==> images/port_trees.png <==
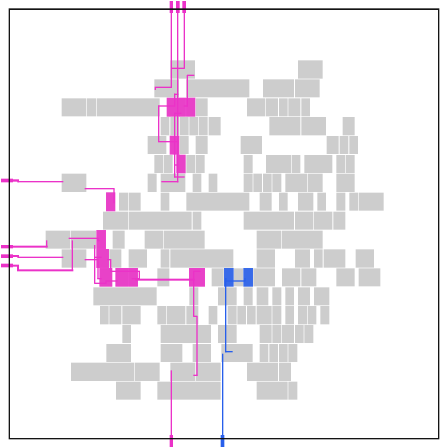
==> images/pinout.png <==
Pins as bars across the die edge, other pins in gray.
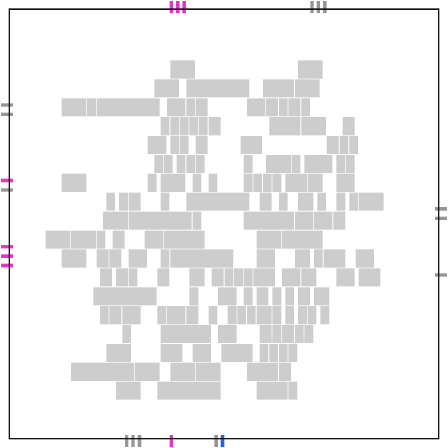
==> images/placed.png <==
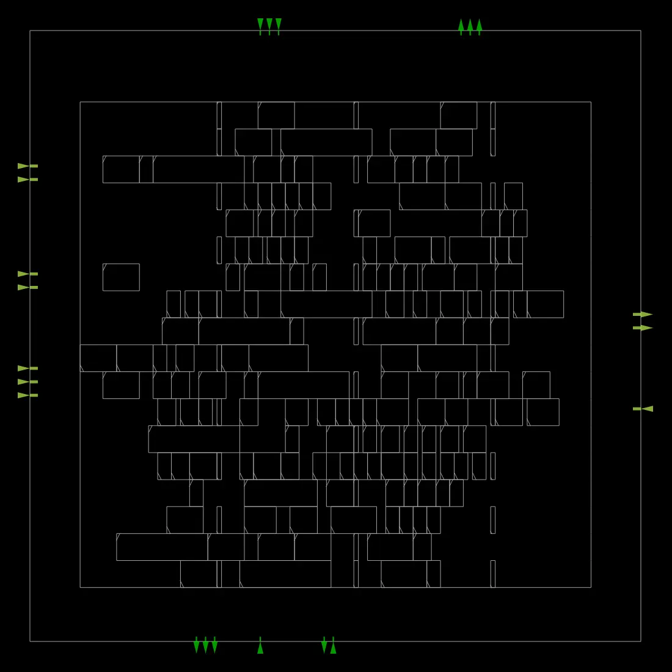
==> images/clock_wires.png <==
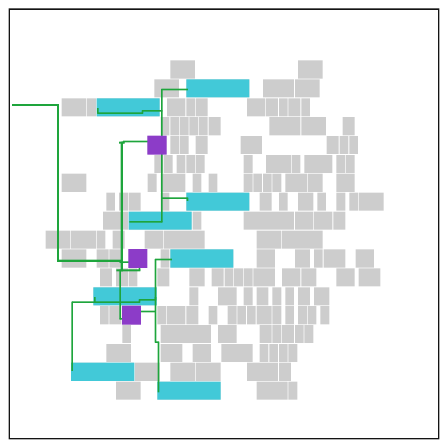
--- src/rtl/bcd_counter_n.sv ---
// Multi-digit BCD up/down counter with load, saturate/wrap and cascade carry.
// Optional sticky overflow flag when BCD_CNT_OVF_STICKY_EN is defined.
module bcd_counter_n #(
  parameter int DIGITS = 2,
  parameter int SAT    = 0
) (
  input  logic                  clk,
  input  logic                  reset,
  input  logic                  x,
  input  logic                  up,
  input  logic                  load,
  input  logic [4*DIGITS-1:0]   load_val,
`ifdef BCD_CNT_OVF_STICKY_EN
  input  logic                  ovf_clr,
  output logic                  ovf,
`endif
  output logic [4*DIGITS-1:0]   count,
  output logic                  carry
);

  localparam int  W    = 4 * DIGITS;
  localparam bit  HOLD = (SAT != 0);

  logic [W-1:0] nxt;
  logic [W-1:0] lv;
  logic         term;
  logic         chain;
  logic [3:0]   d;

  // Out-of-range digits step to the wrap value for the direction.
  function automatic logic [3:0] step(
    input logic [3:0] v,
    input logic       dir
  );
    logic [3:0] r;
    unique case (1'b1)
      (dir & (v >= 4'd9)):               r = 4'd0;
      (dir & (v <  4'd9)):               r = v + 4'd1;
      (~dir & ((v == 4'd0) | (v > 4'd9))): r = 4'd9;
      default:                           r = v - 4'd1;
    endcase
    return r;
  endfunction

  always_comb begin
    nxt   = count;
    chain = 1'b1;
    d     = 4'd0;
    for (int i = 0; i < DIGITS; i++) begin
      d = count[4*i +: 4];
      if (chain) nxt[4*i +: 4] = step(d, up);
      chain = chain & (up ? (d == 4'd9) : (d == 4'd0));
    end
    term = chain;
  end

  always_comb begin
    lv = load_val;
    for (int i = 0; i < DIGITS; i++) begin
      if (load_val[4*i +: 4] > 4'd9) lv[4*i +: 4] = 4'd9;
    end
  end

  assign carry = x & ~load & term;

  always_ff @(posedge clk or posedge reset) begin
    if (reset) begin
      count <= '0;
    end else if (load) begin
      count <= lv;
    end else if (x && !(HOLD && term)) begin
      count <= nxt;
    end
  end

`ifdef BCD_CNT_OVF_STICKY_EN
  always_ff @(posedge clk or posedge reset) begin
    if (reset) begin
      ovf <= 1'b0;
    end else if (carry) begin
      ovf <= 1'b1;
    end else if (ovf_clr) begin
      ovf <= 1'b0;
    end
  end
`endif

endmodule

--- config.mk ---
export PLATFORM = sky130hd
export DESIGN_NAME = bcd_counter_n
export DESIGN_NICKNAME = d
export VERILOG_FILES = /design/src/rtl/bcd_counter_n.sv
export SDC_FILE = /design/constraint.sdc
export NUM_CORES = 1
export LEC_CHECK = 0
export ABC_AREA = 1
export CAP_MARGIN = 20
export CORE_MARGIN = 5
export CORE_UTILIZATION = 32
export CTS_CLUSTER_DIAMETER = 100
export DETAILED_ROUTE_END_ITERATION = 10
export PLACE_DENSITY_LB_ADDON = 0.25
export SLEW_MARGIN = 20
export SYNTH_ARGS = -nofsm -noshare
export SYNTH_HDL_FRONTEND = slang
export SYNTH_SLANG_ARGS = --single-unit
--- constraint.sdc ---
create_clock -name clk -period 2.68 [get_ports clk]
set_clock_uncertainty 0.05 [all_clocks]
set_input_delay 0.804 -clock clk [delete_from_list [all_inputs] [get_ports clk]]
set_output_delay 0.804 -clock clk [all_outputs]
set_load 0.01 [all_outputs]
==> changes_impl.md <==
### Metrics

* Result of the run: completed
* Total setup violations reported at the end of the flow at 0
* First-pass DRT Iterations at 5
* Pin slew with the least headroom to its limit at 0.343 ns
* Share of synthesized area spent on multiplexers at 0
* Leading cell category by total area: combinational gates
* Critical hold path startpoint: count[6]$_DFFE_PP0P_
* Synthesized instance count at 127
* Crit path largest cell delay at 0.44 ns
* Max frequency at 0.378 GHz
* Type of origin of the critical path: input pin
* Largest fanout on the critical path at 2
* Sequential cell area at 200 µm²
* Registers with the most flip-flops: count x8
* Async set-or-reset flop fraction in the synthesized netlist at 1.00
* Category of the worst setup path capture point: output port
* Xor and xnor fraction of the mapped netlist area at 0.0206
* Number of buffers and inverters on the critical path at 2
* Clock root buffer master: sky130_fd_sc_hd__clkbuf_4
* Wire length of the first global-routing pass at 3860 µm
* Min cycle time layout at 2.64 ns
* Power consumed by sequential cells at 212 µW
* Clock tree from TritonCTS: built
* Arrival time of data at the critical path endpoint at 1.79 ns
* Yosys synthesis chip area at 852 µm²
* Placed cell areas at 1160 µm²
* Non-Clock Buffer Count at 32
* Net switching power figure at 362 µW
* Port Buf Inserts at 21
* Via/cell ratio at 4.84
* Power Clock at 96.9 µW
* Dominant cell area share at 0.235
* R2r endpoint: count[3]$_DFFE_PP0P_
* Largest area contributor in the synthesized netlist: sky130_fd_sc_hd__dfrtp_1
* Nets@finish at 181
* Hold/Removal Path Class: reg2reg
* Initial core utilization at 0.338
* Count of inverters other than clock inverters in the layout at 21
* CTS buffer count at 3
* Adder-cell area share of the yosys netlist at 0.106
* Power share of the clock group at 0.119
* Non-clock buffering overhead at 0.244
* Clk latency late pin at 0.26 ns
* Switching fraction of total power at 0.444
* Quantity of gates resized following cts at 6
* Global Route Usage Sum at 0.137
* Worst min-delay path endpoint: count[6]$_DFFE_PP0P_
* Hold violation count in the final report at 0
* Vias in the first global route at 907
* Cell types with the largest area share after synthesis: sky130_fd_sc_hd__dfrtp_1 23%, sky130_fd_sc_hd__nand2_1 16%, sky130_fd_sc_hd__nand3_1 8.8%
* Layout clock buffer count at 3
* Depth of the worst register-to-register path at 14
* Logic gate share of total power at 0.620
* Proportion of power drawn by flip-flops and latches at 0.261
* AND-OR/OR-AND Cells, Area Fraction at 0.153
* Number of combinational gates with multiple inputs at 96
* Highest ir drop seen on vdd at 0.299 mV
* Main power-consuming group: combinational cells
* Cells on Worst Hold Path at 2
* Nets in the synthesized netlist at 146
* Initial antenna violation count at 0
* Number of buffers on the longest clock path at 2
* Internal power at 452 µW
* Mean Syn Cell Area at 6.71 µm²
* Post-synth design cell area at 852 µm²
* Layout overhead on the synthesized area at 38.9%
* OpenROAD warning count at 26
* End point of the critical path: carry
* Yosys cell count at 127
* Share of synthesized cell area in and, or, nand and nor gates at 0.364
* Die width at 61.6 µm
* Number of distinct library cells after synthesis at 27
* Logic depth of the worst setup path including buffers at 4
* Clock slew at reported path FFs at 0.06 ns
* Residual DRC count at 0
* Slowest CP cell: sky130_fd_sc_hd__clkdlybuf4s50_1
* Fraction of final layout cells with drive strength greater than 1 at 0.181
* GP Congestion at 0.810
* Post-Place Worst Slack at -0.553 ns
* Average routed wire per standard cell at 11.8 µm
* Share of the yosys chip area belonging to registers at 0.235
* Worst max-slew margin expressed relative to the limit at 0.771
* Biggest register: count
* Worst setup path category: in2out
* Period utilization at 0.986
-- port_trees.png (at the start) --
[`x`] blue | direction: input | end cells: 2 | buffers: 1 | wire: 26.6 µm
[`load_val`] magenta | direction: input | end cells: 11 | buffers: 8 | wire: 183 µm

-- pinout.png (at the start) --
[`x`] blue | pins: 1 | direction: input | edge: south
[`load_val`] magenta | pins: 8 | direction: input | edge: 4 west, 3 north, 1 south
all pins by edge: 7 west, 6 south, 6 north, 3 east

-- placed.png (at the start) --
well-tap cell count: 30
Std-Cell Rows: 18
register fraction of the total cell area: 0.169
seq_cells: 8
post-route insts no fill: 190

-- clock_wires.png (at the start) --
[clock wires] green | length: 165 µm
[flip-flops] cyan | count: 8
[clock-net drivers] purple | count: 3
routed clock nets: 4

## routing by layer
metal / vias up / wire length [µm] / global-route usage / part of all wire
li1: 476 / - / - / -
met2: 27 / 1060 / 0.220 / 0.47
met5: - / 0 / 0 / 0
met3: 4 / 107 / 0.0168 / 0.048
met4: 0 / 40 / 0.0636 / 0.018
met1: 412 / 1040 / 0.182 / 0.46
## layout by cell type, fill, tap and decap left out, types with 2 or more instances in the layout
master / netlist / routed
sky130_fd_sc_hd__a21oi_1: 6 / 6
sky130_fd_sc_hd__clkbuf_4: 0 / 3
sky130_fd_sc_hd__buf_4: 0 / 11
sky130_fd_sc_hd__inv_1: 18 / 17
sky130_fd_sc_hd__inv_2: 2 / 3
sky130_fd_sc_hd__ha_1: 4 / 4
sky130_fd_sc_hd__nor2_1: 11 / 11
sky130_fd_sc_hd__clkdlybuf4s50_1: 0 / 18
sky130_fd_sc_hd__nand2_2: 2 / 2
sky130_fd_sc_hd__nand4_1: 2 / 2
sky130_fd_sc_hd__nand2_1: 37 / 37
sky130_fd_sc_hd__o21ai_0: 2 / 2
sky130_fd_sc_hd__fa_1: 2 / 2
sky130_fd_sc_hd__xnor2_1: 2 / 2
sky130_fd_sc_hd__nand3_1: 15 / 15
sky130_fd_sc_hd__dfrtp_1: 8 / 8
sky130_fd_sc_hd__o21ai_2: 2 / 2
## worst min-delay path, stage by stage, from the launching register on
cell                      delay (ns)
sky130_fd_sc_hd__dfrtp_1        0.44
sky130_fd_sc_hd__nand2_1        0.08
sky130_fd_sc_hd__nand2_1        0.06
## metrics by stage
stage	util	hold slack, ns	power [mW]
2_1_floorplan	-	0.528	0.521
3_3_place_gp	0.460	0.542	0.710
3_5_place_dp	0.460	0.548	0.721
4_1_cts	0.468	0.563	0.824
5_1_grt	0.469	0.585	0.909
6_report	0.469	0.559	0.814
Power and IR drop assume default switching activity.
